[src/rtl/uart_tx_framer_if.sv]
// Byte handshake between an upstream byte source and the UART transmit framer.
interface uart_tx_framer_if #(
  parameter int unsigned DATA_BITS = 8
);
  logic [DATA_BITS-1:0] tx_data;
  logic                 tx_valid;
  logic                 tx_ready;

  modport master (output tx_data, output tx_valid, input tx_ready);
  modport slave  (input tx_data, input tx_valid, output tx_ready);
endinterface

[src/rtl/uart_tx_framer.sv]
// UART transmitter: frames handshake bytes into start/data/parity/stop bits,
// advancing one bit per baud_tick strobe from the baud generator.
module uart_tx_framer #(
  parameter int unsigned DATA_BITS = 8,
  parameter int unsigned PARITY    = 0,
  parameter int unsigned STOP_BITS = 1
) (
  input  logic               clk,
  input  logic               reset,
  input  logic               baud_tick,
  uart_tx_framer_if.slave    up,
  output logic               tx,
  output logic               tx_busy,
  output logic               tx_done
);

  if (DATA_BITS < 5 || DATA_BITS > 9 || (STOP_BITS != 1 && STOP_BITS != 2) || PARITY > 2) begin : g_bad_param
    $error("uart_tx_framer: illegal DATA_BITS/PARITY/STOP_BITS");
  end

  localparam int unsigned CNT_W    = $clog2(DATA_BITS);
  localparam logic        USE_PAR  = 1'(PARITY != 0);
  localparam logic        PAR_ODD  = 1'(PARITY == 1);

  typedef enum logic [2:0] {
    S_IDLE,
    S_ARMED,
    S_START,
    S_DATA,
    S_PARITY,
    S_STOP
  } state_e;

  state_e               state_q;
  logic [DATA_BITS-1:0] shift_q;
  logic [CNT_W-1:0]     cnt_q;
  logic                 par_q;
  logic                 tx_q;
  logic                 ready_q;
  logic                 busy_q;
  logic                 done_q;

  assign tx          = tx_q;
  assign tx_busy     = busy_q;
  assign tx_done     = done_q;
  assign up.tx_ready = ready_q;

  // Single-process FSM; every line change happens on the edge that sees baud_tick.
  always_ff @(posedge clk or negedge reset) begin
    if (!reset) begin
      state_q <= S_IDLE;
      shift_q <= '0;
      cnt_q   <= '0;
      par_q   <= 1'b0;
      tx_q    <= 1'b1;
      ready_q <= 1'b1;
      busy_q  <= 1'b0;
      done_q  <= 1'b0;
    end else begin
      done_q <= 1'b0;
      case (state_q)
        S_IDLE: begin
          if (up.tx_valid && ready_q) begin
            shift_q <= up.tx_data;
            par_q   <= 1'b0;
            cnt_q   <= '0;
            ready_q <= 1'b0;
            busy_q  <= 1'b1;
            state_q <= S_ARMED;
          end
        end
        // A tick on the transfer edge was seen in IDLE, so the start bit is always full length.
        S_ARMED: begin
          if (baud_tick) begin
            tx_q    <= 1'b0;
            state_q <= S_START;
          end
        end
        S_START: begin
          if (baud_tick) begin
            tx_q    <= shift_q[0];
            par_q   <= par_q ^ shift_q[0];
            shift_q <= shift_q >> 1;
            cnt_q   <= '0;
            state_q <= S_DATA;
          end
        end
        S_DATA: begin
          if (baud_tick) begin
            if (cnt_q == CNT_W'(DATA_BITS - 1)) begin
              cnt_q <= '0;
              if (USE_PAR) begin
                tx_q    <= par_q ^ PAR_ODD;
                state_q <= S_PARITY;
              end else begin
                tx_q    <= 1'b1;
                state_q <= S_STOP;
              end
            end else begin
              tx_q    <= shift_q[0];
              par_q   <= par_q ^ shift_q[0];
              shift_q <= shift_q >> 1;
              cnt_q   <= cnt_q + CNT_W'(1);
            end
          end
        end
        S_PARITY: begin
          if (baud_tick) begin
            tx_q    <= 1'b1;
            cnt_q   <= '0;
            state_q <= S_STOP;
          end
        end
        S_STOP: begin
          if (baud_tick) begin
            if (cnt_q == CNT_W'(STOP_BITS - 1)) begin
              done_q  <= 1'b1;
              ready_q <= 1'b1;
              busy_q  <= 1'b0;
              state_q <= S_IDLE;
            end else begin
              cnt_q <= cnt_q + CNT_W'(1);
            end
          end
        end
        default: begin
          tx_q    <= 1'b1;
          ready_q <= 1'b1;
          busy_q  <= 1'b0;
          state_q <= S_IDLE;
        end
      endcase
    end
  end

endmodule
[src/flat_wrapper.sv]
// flat-port wrapper written by rule: the top's interface ports become plain ports
module uart_tx_framer_flat 
#(
  parameter int unsigned DATA_BITS = 8,
  parameter int unsigned PARITY    = 0,
  parameter int unsigned STOP_BITS = 1
)
  (clk, reset, baud_tick, tx, tx_busy, tx_done, up_tx_data, up_tx_valid, up_tx_ready);
  uart_tx_framer_if #(.DATA_BITS(DATA_BITS)) up_i ();
  input  logic clk;
  input  logic reset;
  input  logic baud_tick;
  output logic tx;
  output logic tx_busy;
  output logic tx_done;
  input wire logic [$bits(up_i.tx_data)-1:0] up_tx_data;
  input wire logic [$bits(up_i.tx_valid)-1:0] up_tx_valid;
  output wire logic [$bits(up_i.tx_ready)-1:0] up_tx_ready;
  assign up_i.tx_data = up_tx_data;
  assign up_i.tx_valid = up_tx_valid;
  assign up_tx_ready = up_i.tx_ready;
  uart_tx_framer #(.DATA_BITS(DATA_BITS), .PARITY(PARITY), .STOP_BITS(STOP_BITS)) u_core (.clk(clk), .reset(reset), .baud_tick(baud_tick), .up(up_i), .tx(tx), .tx_busy(tx_busy), .tx_done(tx_done));
endmodule
[config.mk]
export PLATFORM = sky130hd
export DESIGN_NAME = uart_tx_framer_flat
export DESIGN_NICKNAME = d
export VERILOG_FILES = /design/src/rtl/uart_tx_framer_if.sv /design/src/rtl/uart_tx_framer.sv /design/src/flat_wrapper.sv
export SDC_FILE = /design/constraint.sdc
export NUM_CORES = 1
export LEC_CHECK = 0
export CORE_MARGIN = 1
export CORE_UTILIZATION = 45
export DETAILED_ROUTE_END_ITERATION = 7
export PLACE_DENSITY = 0.8
export SYNTH_ARGS = -nofsm -noshare
export SYNTH_HDL_FRONTEND = slang
export SYNTH_SLANG_ARGS = --single-unit
[constraint.sdc]
create_clock -name clk -period 3.4 [get_ports clk]
set_input_delay 0.68 -clock clk [delete_from_list [all_inputs] [get_ports clk]]
set_output_delay 0.68 -clock clk [all_outputs]
set_load 0.01 [all_outputs]
Figure 1. Layout detail (run 1).
Region (12, 2) to (37, 27) um. Cells in gray, sequential cells in the stronger gray; small squares are vias.
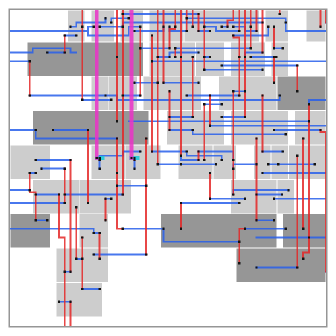
- M4: magenta
- M1: blue
- M3: cyan
- M2: red
- cells with their middle in the window: 36
- netlist names of flops here include: u_core.cnt_q (2)
- most frequent: mux2_2 (5), ha_1 (4), dfrtp_1 (4)
- sequential cells in the window: 4

Figure 2. Logic cells by family (run 1).
Scale: 6 px per um.
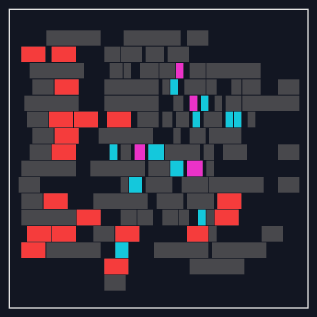
- nor cells: cyan (cells 11; most used nor2_1)
- nand cells: magenta (cells 4; most used nand2_1)
- mux cells: red (cells 18; most used mux2_2)
Top cell excl fill/tap: mux2_2
Cell Count, Final, Fillers Out: 133
Comb/total area: 42.71%

==> flow_summary_export.csv, run 1 <==
group,metric,value,unit
detailed_routing,post_drt_wl_per_cell,13.59,um
floorplanning,die_w,49.55,um
clocking,cts_root_buf,"clkbuf_4",
sta,fin_skew,0.009308,ns
detailed_routing,totalWireLength,1.808,mm
clocking,post-cts-setup-buffer-count,0,
sta,setup_ws,1.136,ns
power,ir_worst_vdd,0.0004516,V
sta,worstMarginPinSlew,0.8069,ns
synth,yosysUniqueCellTypes,34,
setup_path,r2r_cells,4,
floorplanning,io_pins,16,
finish,syn2layout_area_growth,18.94,%
grt,antenna_found_initial,0,
power,cellPowerDensity,781.7,mW/mm2
setup_path,r2r_end,"u_core.shift_q[2]$_DFFE_PN0P_",
grt,grt_pass1_wl,3.187,mm
synth,async_flop_share,100.0,%
worst_hold_path,hp-start,"u_core.shift_q[6]$_DFFE_PN0P_",
placed_design,place_hpwl,1.277,mm
placed_design,gp_congestion,0.8386,
floorplanning,coreArea,0.002042,mm2
floorplanning,die_area,0.002455,mm2
clocking,cts_buffer_depth,2,
sta,grt_setup_unrepaired,"false",
finish,nets,123,
grt,gr-total-overflow,0,
grt,grt_start_max_net_pins,20,
setup_path,startpoint,"baud_tick",
detailed_routing,route.detailed.drc,0,
clocking,cts_made_buffers,3,
clocking,hold_buffers,0,
clocking,clk_pin_slew_worst_paths,0.11,ns
placed_design,io_buffers,15,
setup_path,cp-end-kind,"register",
worst_hold_path,hold_class,"register to register",
clocking,cts_max_level,1,
sta,period_minus_slack,2.264,ns
setup_path,path_max_fanout,7,
synth,seq_area_frac_synth,44.53,%
run_status,status,"finished clean",
synth,edf_count,0,
floorplanning,fp_util,49.82,%
synth,flop_cell,"dfrtp_1",
synth,fp_nets,107,
Figure 3. Where the registers sit (run 1).
Scale: 6 px per um.
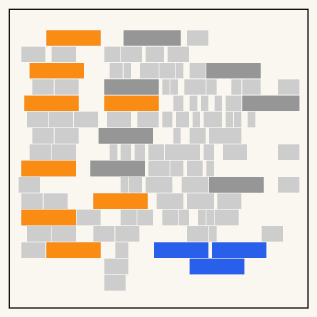
- u_core.cnt_q: blue (sequential cells 3)
- u_core.shift_q: orange (sequential cells 8)
- not colored: 7
sequential power: 0.393 mW
flop share of the area: 37.44%
Final Util: 59.25%
Flop area: 452.9 um2

-- run 1: layout make-up --
cell class / instances / area [um2]
sequential: 18 / 452.9
inverter: 8 / 30.03
clock buffer: 4 / 26.28
timing repair buffer: 15 / 150.1
fill: 192 / 832.0
multi-input combinational: 61 / 516.7
tap: 27 / 33.78
-- run 1: sequential cells by signal (all words and copies together), names as in the netlist --
signal,cells
u_core.state_q,3
u_core.shift_q,8
u_core.tx_done,1
u_core.tx_busy,1
u_core.tx,1
u_core.cnt_q,3
u_core.up.tx_ready,1
-- run 1: Yosys cell counts, drive strengths merged (2+ instances only) --
master  count  share of area [%]
a21oi       2               0.98
buf         3                1.4
maj3        2                2.1
dfstp       2                5.2
inv         8                3.0
nor2        7                2.6
nor2b       3                1.8
ha          4                4.9
a32oi       2                2.5
nand2       2               0.74
dfrtp      16                 39
a22oi       2                1.5
o21ai       5                2.5
mux2       17                 19
-- run 1: critical path: stages --
cell             delay [ns]
clkdlybuf4s50_1        0.63
inv_2                  0.08
maj3_2                 0.32
a311oi_2               0.37
mux2_2                 0.38
-- run 1: worst min-delay path by stage --
stage | end | cells past startpoint
4_1_cts | u_core.shift_q[0]$_DFFE_PN0P_ | 1
6_report | u_core.shift_q[6]$_DFFE_PN0P_ | 1
3_3_place_gp | u_core.shift_q[2]$_DFFE_PN0P_ | 1
3_5_place_dp | u_core.shift_q[7]$_DFFE_PN0P_ | 1
2_1_floorplan | u_core.cnt_q[0]$_DFFE_PN0P_ | 0
5_1_grt | u_core.shift_q[0]$_DFFE_PN0P_ | 1
-- run 1: report_power, final --
| part | total, mW | internal, mW | switching [mW] |
|---|---|---|---|
| clock | 0.112 | 0.0457 | 0.0667 |
| combinational | 0.440 | 0.259 | 0.181 |
| sequential | 0.393 | 0.297 | 0.0963 |
| total | 0.946 | 0.602 | 0.344 |
-- run 1: logic make-up after synthesis --
family,share of synthesized area [%]
muxes,19.80
DFF,44.53
AOI/OAI and AO/OA,15.50
buffers and inverters,4.673
adders and majority gates,7.011
and+or+nand+nor,8.489
-- run 1: cell usage in the layout (no fill, tap or decap), types with 2 or more instances in the layout --
cell type and n:
clkdlybuf4s50_1 15, clkbuf_4 3, a22oi_1 2, ha_1 4, o21ai_0 5, dfstp_2 2
dfrtp_1 16, mux2_2 17, nor2b_1 3, nand2_1 2, inv_1 7, a21oi_1 2
nor2_1 7
-- run 1: metal layers --
metal | wire [um] | track usage (%)
met3 | 72 | 3.704
met1 | 843 | 21.64
met5 | 0 | 0
met2 | 843 | 27.93
met4 | 48 | 10.00
-- run 1: per-stage QoR --
step,utilization [%],area (um2),total power [mW],std cells
finish,59.25,1210,0.9458,133
global route,59.25,1210,1.024,133
CTS,59.25,1210,0.9550,133
detailed placement,57.97,1184,0.8373,129
global placement,57.97,1184,0.8198,129
floorplan,-,1017,0.7266,91
Figure 4. Ports around the boundary (run 1).
Scale: 10 px per um. Pins as bars across the die edge, other pins in gray.
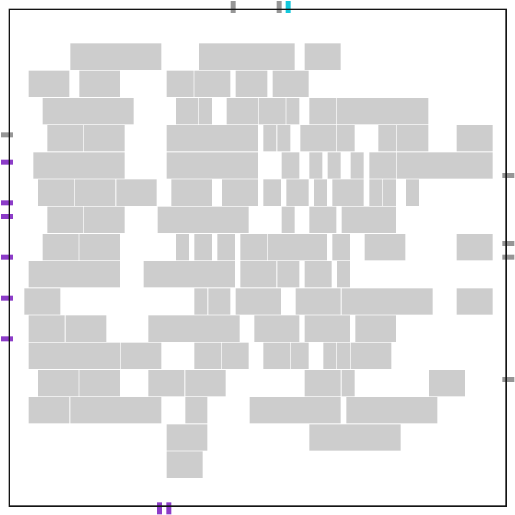

==> inputs of run 2 (changes only) <==
--- a/config.mk
+++ b/config.mk
@@ -8,7 +8,7 @@
 export CORE_MARGIN = 1
 export CORE_UTILIZATION = 45
 export DETAILED_ROUTE_END_ITERATION = 7
-export PLACE_DENSITY = 0.8
+export PLACE_DENSITY = 0.82
 export SYNTH_ARGS = -nofsm -noshare
 export SYNTH_HDL_FRONTEND = slang
 export SYNTH_SLANG_ARGS = --single-unit
==> constraint.sdc (replaced) <==
create_clock -name clk -period 1.9 [get_ports clk]
set_input_delay 0.38 -clock clk [delete_from_list [all_inputs] [get_ports clk]]
set_output_delay 0.38 -clock clk [all_outputs]
set_load 0.01 [all_outputs]
Figure 5. Ports around the boundary (run 2).
Scale: 10 px per um. Pins as bars across the die edge, other pins in gray.
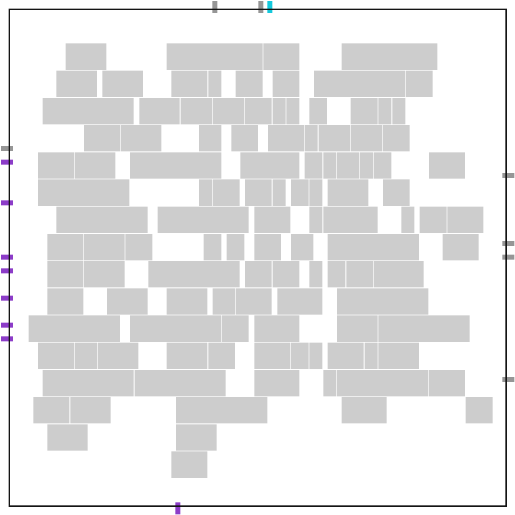
- up_tx_ready: cyan (pins 1; direction output; edge top)
- up_tx_data: purple (pins 8; direction input; edge 7 left, 1 bottom)
- all pins by edge: 8 left, 4 right, 3 top, 1 bottom
die width: 49.55 um
IO buf count: 15

==> flow_summary_export.csv, run 2 <==
group,metric,value,unit
detailed_routing,vias,763,
synth,syn_area_per_cell,11.18,um2
sta,fin_skew,0.003029,ns
finish,mostFrequentLayoutCell,"mux2_2",
synth,fp_nets,107,
clocking,cts_tree,"built",
synth,synth_top_cell_by_count,"mux2_2",
setup_path,cp.arrival,1.43,ns
clocking,cts_root_buf,"clkbuf_4",
power,cellPowerDensity,1416,mW/mm2
floorplanning,fp_util,49.82,%
synth,async_flop_share,100.0,%
grt,gr-total-overflow,0,
synth,syn_inst,91,
placed_design,place_hpwl,1.491,mm
setup_path,cp.required,1.52,ns
sta,period_used_share,95.45,%
synth,yosys_area,0.001017,mm2
synth,yosysUniqueCellTypes,34,
finish,reg.largest.list,"u_core.shift_q (8), u_core.cnt_q (3), u_core.state_q (3)",
finish,diodes,0,
finish,syn2layout_area_growth,26.57,%
setup_path,slowest_delay,0.58,ns
sta,relSlewSlack,79.13,%
synth,top_area_share,39.36,%
floorplanning,fp-row-count,16,
clocking,hold_buffers,0,
floorplanning,die_area,0.002455,mm2
clocking,cts_made_buffers,3,
grt,antenna_found_initial,0,
floorplanning,coreArea,0.002042,mm2
power,p_leak,0.5893,nW
clocking,ctsResizeCount,0,
sta,fin_hold_ws,0.3837,ns
synth,edf_count,0,
sta,setup_ws,0.08637,ns
finish,fillers,187,
setup_path,rrSetupSlack,0.18,ns
job,cap_violations,0,
synth,ys_cells,91,
setup_path,startpoint,"u_core.up.tx_ready$_DFFE_PN1P_",
finish,lay_top_cells,"mux2_2 (17), dfrtp_1 (16), clkdlybuf4s50_1 (15)",
finish,drive_above_1_share,33.04,%
detailed_routing,route.detailed.drc,0,
placed_design,pre_cts_slack,-0.1745,ns
sta,slew_viol_final,0,
setup_path,path_max_fanout,6,
clocking,clk_pin_slew_worst_paths,0.11,ns
grt,grt_pass1_wl,3.429,mm
power,ir_worst_vdd,0.0006958,V
worst_hold_path,hold_class,"input port to async pin",
setup_path,path_buffers,1,
detailed_routing,post_drt_wl_per_cell,13.99,um
finish,top_register,"u_core.shift_q",
setup_path,crit_type,"register to output pin",
grt,grt_start_max_net_pins,19,
finish,largest_reg_flops,8,
floorplanning,io_pins,16,
setup_path,critPathSlowestCell,"dfstp_2",
setup_path,path_depth,1,
setup_path,path_cells,"clkdlybuf4s50_1",
power,power,1.823,mW
setup_path,cp-end-kind,"output pin",
sta,period_minus_slack,1.814,ns
clocking,cts_max_level,1,
synth,largest_area_cell,"dfrtp_1",
synth,flop_cell,"dfrtp_1",
setup_path,r2r_end,"u_core.cnt_q[2]$_DFFE_PN0P_",
detailed_routing,drt_iter0_markers,18,
detailed_routing,totalWireLength,1.986,mm
clocking,cts_buffer_depth,2,
detailed_routing,viasPerCell,5.373,
finish,nets,132,
sta,grt_setup_unrepaired,"false",
placed_design,dp_cells,138,
sta,worstMarginPinSlew,0.3098,ns
sta,fmax,551.4,MHz
synth,seq_area_frac_synth,44.53,%
detailed_routing,dr.pass1.iters,4,
finish,finalNonFillerCells,142,
run_status,status,"finished clean",
placed_design,gp_congestion,0.8350,
clocking,post-cts-setup-buffer-count,0,
synth,top_cells_by_area,"dfrtp_1 (39%), mux2_2 (19%), dfstp_2 (5.2%)",
setup_path,r2r_cells,6,
grt,grt_pass1_vias,714,
synth,synthTopCellsByCount,"mux2_2 (17), dfrtp_1 (16), inv_1 (7), nor2_1 (7), o21ai_0 (5)",
setup_path,crit_family,"flip-flops",
setup_path,r2r-start,"u_core.cnt_q[0]$_DFFE_PN0P_",
Figure 6. Layout detail (run 2).
Region (12, 2) to (37, 27) um. Cells in gray, sequential cells in the stronger gray; small squares are vias.
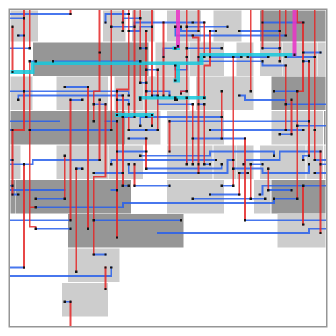
- M2: red
- M1: blue
- M3: cyan
- M4: magenta
- sequential cells in the window: 5
- cells with their middle in the window: 34
- netlist names of flops here include: u_core.shift_q (2)
- most frequent: dfrtp_1 (5), mux2_2 (4), ha_1 (4)

## run 2: cell count changes in the layout (fill, tap and decap cells not counted)
cell,change
buf_4,+9
clkbuf_1,-1
clkbuf_8,+1
## run 2: metal layers
metal	global-route usage, %	wire [um]	vias up
li1	-	-	376
met1	23.87	859	356
met2	30.41	979	27
met3	6.790	119	4
met4	5.714	29	0
met5	0	0	-
## run 2: cell type report
class / instances / area, um2 / share of cell area (%)
Clock buffer: 4 / 36.28 / 2.818
Timing Repair Buffer: 24 / 217.7 / 16.91
Sequential cell: 18 / 452.9 / 35.18
Inverter: 8 / 30.03 / 2.332
Tap cell: 27 / 33.78 / 2.624
Multi-Input combinational cell: 61 / 516.7 / 40.14
## run 2: worst min path at each step
stage / start / end / slack (ns) / cells after the start
after detailed placement: u_core.shift_q[1]$_DFFE_PN0P_ / u_core.shift_q[1]$_DFFE_PN0P_ / 0.49 / 1
after global placement: u_core.shift_q[7]$_DFFE_PN0P_ / u_core.shift_q[7]$_DFFE_PN0P_ / 0.48 / 1
after global routing: reset / u_core.cnt_q[1]$_DFFE_PN0P_ / 0.39 / 2
after CTS: reset / u_core.cnt_q[1]$_DFFE_PN0P_ / 0.39 / 2
after floorplan: reset / u_core.cnt_q[0]$_DFFE_PN0P_ / 0.08 / 0
final: reset / u_core.cnt_q[1]$_DFFE_PN0P_ / 0.38 / 2
## run 2: worst register-to-register path, cell delays in order (launching register included)
cell	delay, ns
dfrtp_1	0.41
inv_1	0.06
ha_1	0.21
inv_1	0.05
o21ai_0	0.11
a311oi_2	0.40
mux2_2	0.37
## run 2: stage by stage
step	util, %	instance area (um2)
after floorplan	-	1017
after global placement	61.27	1251
after detailed placement	61.27	1251
after CTS	63.05	1287
after global routing	63.05	1287
final	63.05	1287
## run 2: power by group
| group | leakage, nW | switching (mW) | internal, mW | total [mW] |
|---|---|---|---|---|
| clock network | 0.0210 | 0.129 | 0.117 | 0.246 |
| logic | 0.347 | 0.407 | 0.525 | 0.932 |
| registers | 0.221 | 0.113 | 0.532 | 0.645 |
| total | 0.589 | 0.648 | 1.17 | 1.82 |
## run 2: logic make-up after synthesis
family | Yosys count | synth area share (%)
compound gates | 20 | 15.50
mux | 18 | 19.80
flops | 18 | 44.53
simple gates | 17 | 8.489
buf+inv | 12 | 4.673
fa+ha+maj | 6 | 7.011
Figure 7. Logic cells by family (run 2).
Scale: 6 px per um.
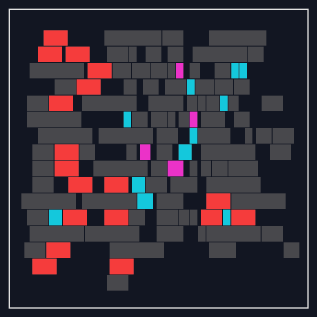

==> inputs of run 3 (changes only) <==
--- a/config.mk
+++ b/config.mk
@@ -7,6 +7,7 @@
 export LEC_CHECK = 0
 export CORE_MARGIN = 1
 export CORE_UTILIZATION = 45
+export CTS_CLUSTER_SIZE = 12
 export DETAILED_ROUTE_END_ITERATION = 7
 export PLACE_DENSITY = 0.82
 export SYNTH_ARGS = -nofsm -noshare
==> constraint.sdc (replaced) <==
create_clock -name clk -period 1.6 [get_ports clk]
set_input_delay 0.32 -clock clk [delete_from_list [all_inputs] [get_ports clk]]
set_output_delay 0.32 -clock clk [all_outputs]
set_load 0.01 [all_outputs]
Figure 8. Logic cells by family (run 3).
Scale: 6 px per um.
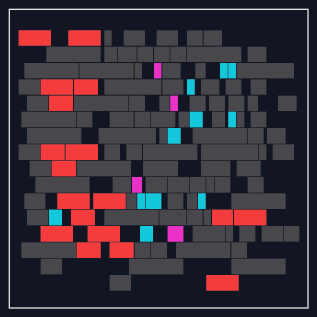
- nand cells: magenta (cells 4; most used nand2_1)
- nor cells: cyan (cells 11; most used nor2_1)
- mux cells: red (cells 18; most used mux2_4)
Top cell excl fill/tap: buf_4
Cell Count, Final, Fillers Out: 153

Figure 9. Layout detail (run 3).
Region (12, 2) to (37, 27) um. Cells in gray, sequential cells in the stronger gray; small squares are vias.
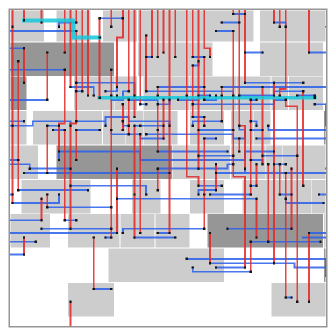
- M1: blue
- M2: red
- M3: cyan
- most frequent: buf_4 (4)
- netlist names of flops here include: u_core.shift_q (2), u_core.cnt_q (1)
- cells with their middle in the window: 40
- sequential cells in the window: 3

==> flow_summary_export.csv, run 3 <==
group,metric,value,unit
sta,worstMarginPinSlew,0.3237,ns
detailed_routing,vias,839,
finish,largest_reg_flops,8,
synth,largest_area_cell,"dfrtp_1",
clocking,cts_buffer_depth,2,
sta,slew_viol_final,0,
setup_path,rrSetupSlack,-0.02,ns
synth,ys.warnings.count,0,
floorplanning,coreArea,0.002042,mm2
clocking,cts_root_buf,"clkbuf_4",
setup_path,path_cells,"inv_1 -> ha_2 -> inv_2 -> o21ai_2 -> a311oi_4 -> mux2_4",
run_status,status,"finished, violations left",
synth,synthTopCellsByCount,"mux2_2 (17), dfrtp_1 (16), inv_1 (7), nor2_1 (7), o21ai_0 (5)",
setup_path,critPathSlowestCell,"dfrtp_1",
synth,top_cells_by_area,"dfrtp_1 (39%), mux2_2 (19%), dfstp_2 (5.2%)",
floorplanning,fp_util,49.82,%
finish,top_register,"u_core.shift_q",
synth,seq_area_frac_synth,44.53,%
finish,reg.largest.list,"u_core.shift_q (8), u_core.cnt_q (3), u_core.state_q (3)",
finish,final_util,71.38,%
setup_path,crit_family,"flip-flops",
setup_path,path_buffers,2,
synth,edf_count,0,
synth,fp_nets,107,
setup_path,r2r-start,"u_core.cnt_q[0]$_DFFE_PN0P_",
worst_hold_path,hold_class,"input port to async pin",
synth,async_flop_share,100.0,%
finish,syn2layout_area_growth,43.30,%
synth,synth_top_cell_by_count,"mux2_2",
floorplanning,fp-row-count,16,
clocking,cts_made_buffers,3,
sta,period_minus_slack,1.615,ns
sta,relSlewSlack,78.42,%
finish,regArea,454.2,um2
sta,fin_hold_ws,0.3260,ns
power,cellPowerDensity,1766,mW/mm2
sta,fin_skew,0.01308,ns
setup_path,cp.required,1.80,ns
sta,setup_ws,-0.01509,ns
power,ir_worst_vdd,0.001136,V
sta,period_used_share,100.9,%
clocking,clk_pin_slew_worst_paths,0.11,ns
floorplanning,die_area,0.002455,mm2
synth,flop_cell,"dfrtp_1",
floorplanning,io_pins,16,
placed_design,place_hpwl,1.550,mm
grt,grt_pass1_vias,879,
sta,grt_setup_unrepaired,"true",
placed_design,gp_congestion,0.8211,
clocking,cts_tree,"built",
detailed_routing,post_drt_wl_per_cell,15.05,um
run_status,violations,"setup timing",
grt,grt_pass1_wl,3.912,mm
synth,syn_area_per_cell,11.18,um2
synth,ys_cells,91,
setup_path,cp-end-kind,"register",
setup_path,startpoint,"u_core.cnt_q[0]$_DFFE_PN0P_",
grt,antenna_found_initial,0,
setup_path,r2r_cells,6,
setup_path,slowest_delay,0.44,ns
detailed_routing,route.detailed.drc,0,
detailed_routing,detail-route-antenna-nets,0,
detailed_routing,viasPerCell,5.484,
synth,top_area_share,39.36,%
detailed_routing,dr.pass1.iters,4,
detailed_routing,totalWireLength,2.303,mm
setup_path,crit_type,"register to register",
synth,syn_inst,91,
synth,yosys_area,0.001017,mm2
finish,fillers,157,
detailed_routing,drt_iter0_markers,16,
finish,combGateArea,599.3,um2
sta,finalSetupViolations,2,
placed_design,io_buffers,15,
finish,nets,143,
setup_path,path_max_fanout,3,
synth,yosysUniqueCellTypes,34,
setup_path,cp.arrival,1.82,ns
clocking,cts_max_level,1,
grt,grt_start_max_net_pins,19,
finish,lay_top_cells,"buf_4 (18), dfrtp_1 (15), clkdlybuf4s50_1 (12)",
sta,fmax,619.2,MHz
finish,diodes,0,
grt,gr-total-overflow,0,
power,p_leak,0.6816,nW
setup_path,r2r_end,"u_core.cnt_q[2]$_DFFE_PN0P_",
finish,drive_above_1_share,46.83,%
power,power,2.574,mW
-- run 3: area by class of cell --
cell class              instances  share of cell area [%]
inverters                       8                   2.060
clock buffers                   4                   2.489
well taps                      27                   2.318
repair buffers                 35                   20.86
multi-input cells              61                   41.12
flip-flops and latches         18                   31.16
-- run 3: timing repair --
action / CTS / global route
pin swaps: 2 / 2
gates cloned: 0 / 0
setup endpoints to repair: 13 / 11
resized: 11 / 16
setup buffers: 1 / 1
-- run 3: worst min-delay path by stage --
stage	startpoint	end	slack [ns]
floorplan	reset	u_core.cnt_q[0]$_DFFE_PN0P_	0.02
global placement	u_core.shift_q[7]$_DFFE_PN0P_	u_core.shift_q[7]$_DFFE_PN0P_	0.48
detailed placement	u_core.shift_q[7]$_DFFE_PN0P_	u_core.shift_q[7]$_DFFE_PN0P_	0.49
CTS	reset	u_core.cnt_q[0]$_DFFE_PN0P_	0.33
global route	reset	u_core.cnt_q[0]$_DFFE_PN0P_	0.34
finish	reset	u_core.cnt_q[0]$_DFFE_PN0P_	0.33
-- run 3: report_power, final --
part           switching (mW)  internal [mW]  total, mW
clock                   0.151          0.139      0.290
sequential              0.150          0.632      0.782
combinational           0.618          0.884       1.50
total                   0.919           1.65       2.57
-- run 3: logic make-up after synthesis --
family	synth area share, %
muxes	19.80
DFF	44.53
and+or+nand+nor	8.489
AOI/OAI and AO/OA	15.50
buffers and inverters	4.673
adders and majority gates	7.011
-- run 3: metrics by stage --
step	area (um2)	setup WS (ns)	cells
after global placement	1330	-0.3682	147
after CTS	1398	0.002006	152
final	1458	-0.01509	153
after global routing	1458	-0.08565	153
after detailed placement	1330	-0.4038	147
after floorplan	1028	-0.02208	91
-- run 3: layer usage --
layer  part of all wire, %  track usage [%]  wire (um)  up-vias
met4                  0.35            7.619          8        0
met3                   3.8            5.864         87        2
li1                      -                -          -      398
met5                     0                0          0        -
met2                    53            39.86       1223       20
met1                    43            23.87        984      419
Power is estimated from default activity; no workload was simulated.
